## src/rtl/sl_transmitter.sv

```systemverilog
// Serial-line transmitter: shifts out an 8..32-bit word LSB first on the sl0/sl1 pair,
// with an optional odd-parity symbol and a closing stop symbol.
module sl_transmitter #(
    parameter int unsigned LOW_CYCLES  = 16,
    parameter int unsigned HIGH_CYCLES = 16
) (
    input  logic        clk,
    input  logic        rst,
    input  logic        tx_valid,
    input  logic [31:0] tx_data,
    input  logic [5:0]  tx_len,
    input  logic        parity_en,
    output logic        tx_ready,
    output logic        busy,
    output logic        done,
    output logic        sl0,
    output logic        sl1
);

    localparam int unsigned MaxCycles = (LOW_CYCLES > HIGH_CYCLES) ? LOW_CYCLES : HIGH_CYCLES;
    localparam int unsigned PhW       = $clog2(MaxCycles);

    localparam logic [PhW-1:0] LowLast  = PhW'(LOW_CYCLES - 1);
    localparam logic [PhW-1:0] HighLast = PhW'(HIGH_CYCLES - 1);
    // The done cycle itself is the final high cycle of the stop symbol.
    localparam logic [PhW-1:0] StopLast = PhW'(HIGH_CYCLES - 2);

    typedef enum logic [2:0] {
        StGuard,
        StIdle,
        StLow,
        StHigh,
        StStopLow,
        StStopHigh
    } state_e;

    state_e         state_q;
    logic [PhW-1:0] phase_q;
    logic [5:0]     bit_cnt_q;
    logic [5:0]     len_q;
    logic [31:0]    shift_q;
    logic           par_pend_q;
    logic           par_q;

    logic           accept;
    logic [5:0]     len_clamped;

    assign accept = tx_valid & tx_ready;

    always_comb begin
        len_clamped = tx_len;
        if (tx_len < 6'd8) begin
            len_clamped = 6'd8;
        end else if (tx_len > 6'd32) begin
            len_clamped = 6'd32;
        end
    end

    always_ff @(posedge clk) begin
        if (rst) begin
            state_q    <= StGuard;
            phase_q    <= '0;
            bit_cnt_q  <= '0;
            len_q      <= '0;
            shift_q    <= '0;
            par_pend_q <= 1'b0;
            par_q      <= 1'b0;
            tx_ready   <= 1'b0;
            busy       <= 1'b0;
            done       <= 1'b0;
            sl0        <= 1'b1;
            sl1        <= 1'b1;
        end else begin
            done <= 1'b0;
            case (state_q)
                StGuard: begin
                    if (phase_q == HighLast) begin
                        state_q  <= StIdle;
                        phase_q  <= '0;
                        tx_ready <= 1'b1;
                    end else begin
                        phase_q <= phase_q + 1'b1;
                    end
                end
                StIdle: begin
                    if (accept) begin
                        shift_q    <= tx_data;
                        len_q      <= len_clamped;
                        par_pend_q <= parity_en;
                        // Running parity starts at 1 and already folds in bit 0.
                        par_q      <= ~tx_data[0];
                        bit_cnt_q  <= 6'd1;
                        sl0        <= tx_data[0];
                        sl1        <= ~tx_data[0];
                        tx_ready   <= 1'b0;
                        busy       <= 1'b1;
                        state_q    <= StLow;
                        phase_q    <= '0;
                    end else begin
                        busy <= 1'b0;
                    end
                end
                StLow: begin
                    if (phase_q == LowLast) begin
                        sl0     <= 1'b1;
                        sl1     <= 1'b1;
                        state_q <= StHigh;
                        phase_q <= '0;
                    end else begin
                        phase_q <= phase_q + 1'b1;
                    end
                end
                StHigh: begin
                    if (phase_q == HighLast) begin
                        phase_q <= '0;
                        if (bit_cnt_q < len_q) begin
                            shift_q   <= shift_q >> 1;
                            sl0       <= shift_q[1];
                            sl1       <= ~shift_q[1];
                            par_q     <= par_q ^ shift_q[1];
                            bit_cnt_q <= bit_cnt_q + 6'd1;
                            state_q   <= StLow;
                        end else if (par_pend_q) begin
                            par_pend_q <= 1'b0;
                            sl0        <= par_q;
                            sl1        <= ~par_q;
                            state_q    <= StLow;
                        end else begin
                            sl0     <= 1'b0;
                            sl1     <= 1'b0;
                            state_q <= StStopLow;
                        end
                    end else begin
                        phase_q <= phase_q + 1'b1;
                    end
                end
                StStopLow: begin
                    if (phase_q == LowLast) begin
                        sl0     <= 1'b1;
                        sl1     <= 1'b1;
                        state_q <= StStopHigh;
                        phase_q <= '0;
                    end else begin
                        phase_q <= phase_q + 1'b1;
                    end
                end
                StStopHigh: begin
                    if (phase_q == StopLast) begin
                        state_q  <= StIdle;
                        phase_q  <= '0;
                        done     <= 1'b1;
                        tx_ready <= 1'b1;
                    end else begin
                        phase_q <= phase_q + 1'b1;
                    end
                end
                default: begin
                    state_q <= StGuard;
                    phase_q <= '0;
                    sl0     <= 1'b1;
                    sl1     <= 1'b1;
                end
            endcase
        end
    end

endmodule

```

## config.mk

```make
export PLATFORM = sky130hd
export DESIGN_NAME = sl_transmitter
export DESIGN_NICKNAME = d
export VERILOG_FILES = /design/src/rtl/sl_transmitter.sv
export SDC_FILE = /design/constraint.sdc
export NUM_CORES = 1
export LEC_CHECK = 0
export ABC_CLOCK_PERIOD_IN_PS = 2230
export CORE_UTILIZATION = 35
export DETAILED_ROUTE_END_ITERATION = 6
export GPL_ROUTABILITY_DRIVEN = 0
export SYNTH_ARGS = -nofsm -noshare
export SYNTH_HDL_FRONTEND = slang
export SYNTH_SLANG_ARGS = --single-unit
export TNS_END_PERCENT = 100
```

## constraint.sdc

```tcl
create_clock -name clk -period 2.23 [get_ports clk]
set_input_delay 0.223 -clock clk [delete_from_list [all_inputs] [get_ports clk]]
set_output_delay 0.223 -clock clk [all_outputs]
set_load 0.05 [all_outputs]
```

==> out/qor.yml <==
run_status:
  status: "finished clean"
synth:
  ys.flops: 57
  mux_area_share_pct: 1.46
  synth-simple-area-share_pct: 24.5
  netlist-cell-type-count: 54
  yosys-stat-cells: 358
  yosys_area_sq_mm: 0.00292
  post_synth_instance_area_sq_mm: 0.00292
  yosys_warnings: 0
  ys_sh_adder_pct: 3.86
  ff_type: "dfxtp_1"
  syn_nets: 409
  yosysSeqAreaShare_pct: 39.1
  compound_area_share_pct: 25.0
  ys_sh_xor_pct: 0
  edf_count: 0
  synth_cells: 358
  syn_avg_cell_area_sq_um: 8.15
  logic_family: "AND-OR/OR-AND gates"
detailed_routing:
  highest_layer: "met4"
  wl_met2_mm: 3.25
  routedWlPerCell_um: 13.7
  dr_wl_met3_um: 315
  ant_nets: 0
  wl_met1_mm: 3.27
  drtIter0Drc: 141
  drc: 0
  via_per_inst: 5.35
  first_pass_iters: 4
  num_vias: 2712
power_and_ir_drop:
  comb_power_share_pct: 6.6
  p_sw_w: 0.000501
  maxPowerGroup: "registers"
  peakVddDrop_v: 0.000221
  switching_share_pct: 24.6
  seqPwrFrac_pct: 50.6
  p_leak_nw: 1.27
  powerComb_w: 0.000134
  p_int_w: 0.00153
  p_total_w: 0.00204
  sequentialPower_w: 0.00103
  p_per_area_mw_per_mm2: 554
placement:
  hpwl_mm: 4.45
  place.port_buffers: 46
  dp_slack_ns: 0.115
  dpl_cell_area_sq_mm: 0.00346
  dp.cells: 490
floorplanning:
  core_sq_mm: 0.00789
  ioPinCount: 47
  dieWidth_um: 93.3
  initCoreUtil_pct: 37.0
  design.die.area_sq_mm: 0.00871
  fp.dieH_um: 93.3
  rows: 32
grt:
  use_met3_pct: 3.17
  grt_use_met1_pct: 21.5
  grt_pass1_wl_mm: 11.2
  antenna_found_initial: 0
  use_met2_pct: 25.9
  grt_pass1_vias: 2484
  grtUsageTotal_pct: 16.2
  grt_overflow: 0
  top_usage_layer: "met2"
final_layout:
  final_nets: 451
  num_antenna_cells: 0
  stdcell_count: 507
  area_growth_pct: 25.8
  drive_gt1_share_pct: 11.9
  fin_area_sq_mm: 0.00367
critical_path:
  crit_path_start: "phase_q[0]$_SDFFE_PP0N_"
  r2r_start: "phase_q[0]$_SDFFE_PP0N_"
  cp.required_ns: 2.46
  cp_top_family: "AND-OR/OR-AND gates"
  slowest_delay_ns: 0.43
  rrSetupSlack_ns: 0.17
  startpoint_type: "flip-flop"
  path_cells: "ha_1 > nand3_2 > o22ai_2 > o211a_2 > buf_12 > nor2_1 > a311oi_1"
  arrival_ns: 2.28
  slowest_stage: "dfxtp_1"
  critPathKind: "flip-flop to flip-flop"
  r2r.worst_path.cells: 7
  r2r_end: "shift_q[4]$_SDFFE_PP0P_"
  end_kind: "flip-flop"
  critPathBufInv: 1
  path_max_fanout: 35
  worstSetupEndpoint: "shift_q[4]$_SDFFE_PP0P_"
  path_depth: 7
final_timing:
  fin_ws_ns: 0.175
  period_used_pct: 92.2
  fin_setup_tns_ns: 0
  slew_viol_final: 0
  hold_slack_ns: 0.294
  rsz0062_at_grt: "no"
  worst_pin_slew_ns: 0.489
  max-slew-margin-rel_pct: 67.3
  hold_viol: 0
  fin_crit_ns: 2.06
  finalSetupViolations: 0
clock_network:
  cts.path.max_buffers: 2
  post-cts-setup-buffer-count: 0
  ctsResizeCount: 0
  htreeDepth: 3
  cts_tree: "built"
  clock_sinks: 57
  path_clk_slew_ns: 0.07
  worstSkewPairLatency_ns: 0.33
  cts_root_buffer: "clkbuf_8"
  cts-hold-fix-buffers: 0
run:
  cap_viol_max_count: 0
  warnings: 28
hold_path:
  hold_class: "primary input to flip-flop"
  worst_hold_path.endpoint: "phase_q[1]$_SDFFE_PP0N_"
  hold_start: "rst"
  min_path_cells: 2
[state kept, by name, summed over array words and instances, names as in the netlist]
register    count
shift_q        31
bit_cnt_q       6
len_q           6
phase_q         4
state_q         3
busy            1
done            1
par_pend_q      1
par_q           1
sl0             1
sl1             1
tx_ready        1
[final cells by class]
| class | instances | area, sq um |
|---|---|---|
| Clock buffer | 10 | 138 |
| Clock inverter | 6 | 43.8 |
| Fill cell | 802 | 4220 |
| Inverter | 12 | 45.0 |
| Multi-Input combinational cell | 264 | 1600 |
| Sequential cell | 57 | 1140 |
| Tap cell | 102 | 128 |
| Timing Repair Buffer | 56 | 573 |
[layout by cell type, fill, tap and decap left out, types with 6 or more instances in the layout]
cell             count
a311oi_1            22
buf_4                7
o21ai_0              6
dfxtp_1             57
clkdlybuf4s50_1     45
nand3_1              9
clkbuf_8            10
ha_1                 9
nand2_1             75
a21oi_1             21
a311oi_2            10
nor2_1              44
inv_1               11
[synth_stat cells, drive strengths merged, types with 3 or more instances]
library cell / instances / area (sq um)
ha: 9 / 113
a311oi: 32 / 343
a31oi: 3 / 18.8
o22ai: 4 / 31.3
and3: 4 / 25.0
inv: 12 / 45.0
a21o: 4 / 30.0
nand2: 75 / 282
nor3: 5 / 25.0
a21oi: 21 / 105
nor2: 45 / 169
buf: 13 / 86.3
nand3: 10 / 55.1
a211oi: 5 / 37.5
o21ai: 7 / 35.0
clkbuf: 12 / 45.0
nand3b: 3 / 35.0
dfxtp: 57 / 1140
nand2b: 5 / 31.3
[kinds of logic after synthesis]
group,after synthesis
buf+inv,37
compound gates,91
fa+ha+maj,9
simple gates,160
flops,57
mux,4
clock_nets.png
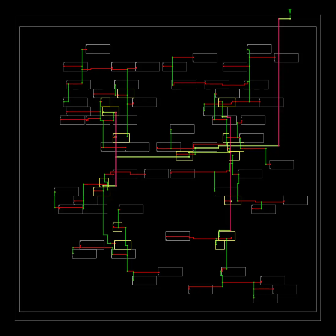
Num CTS Buffers: 9
clock-net power: 0.000872 W
clk_skew: 0.0101 ns
flop count: 57

layers.png
Only two layers are drawn.
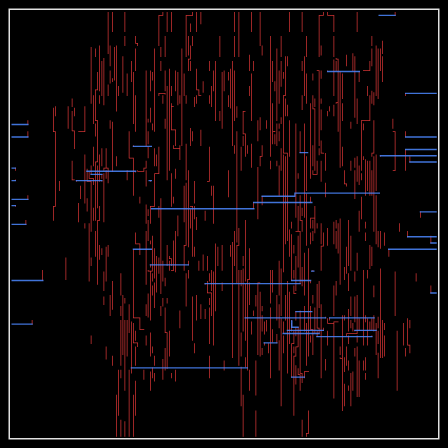
blue -> M3  # wire length 316 um
red -> M2  # wire length 3250 um

route_heat.png
19 x 19 tiles, from dark purple (low) to yellow (high), scaled to the fullest tile. Values are wire area over tile area, all layers added.
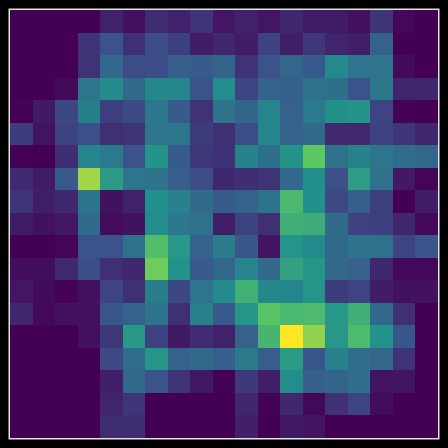
mean over tiles = 0.13
densest ninth of the die = center
nearly empty tiles = 19%
fullest tile = 0.56
tiles over half the peak = 10%
emptiest ninth of the die = lower left

Power is estimated from default activity; no workload was simulated.
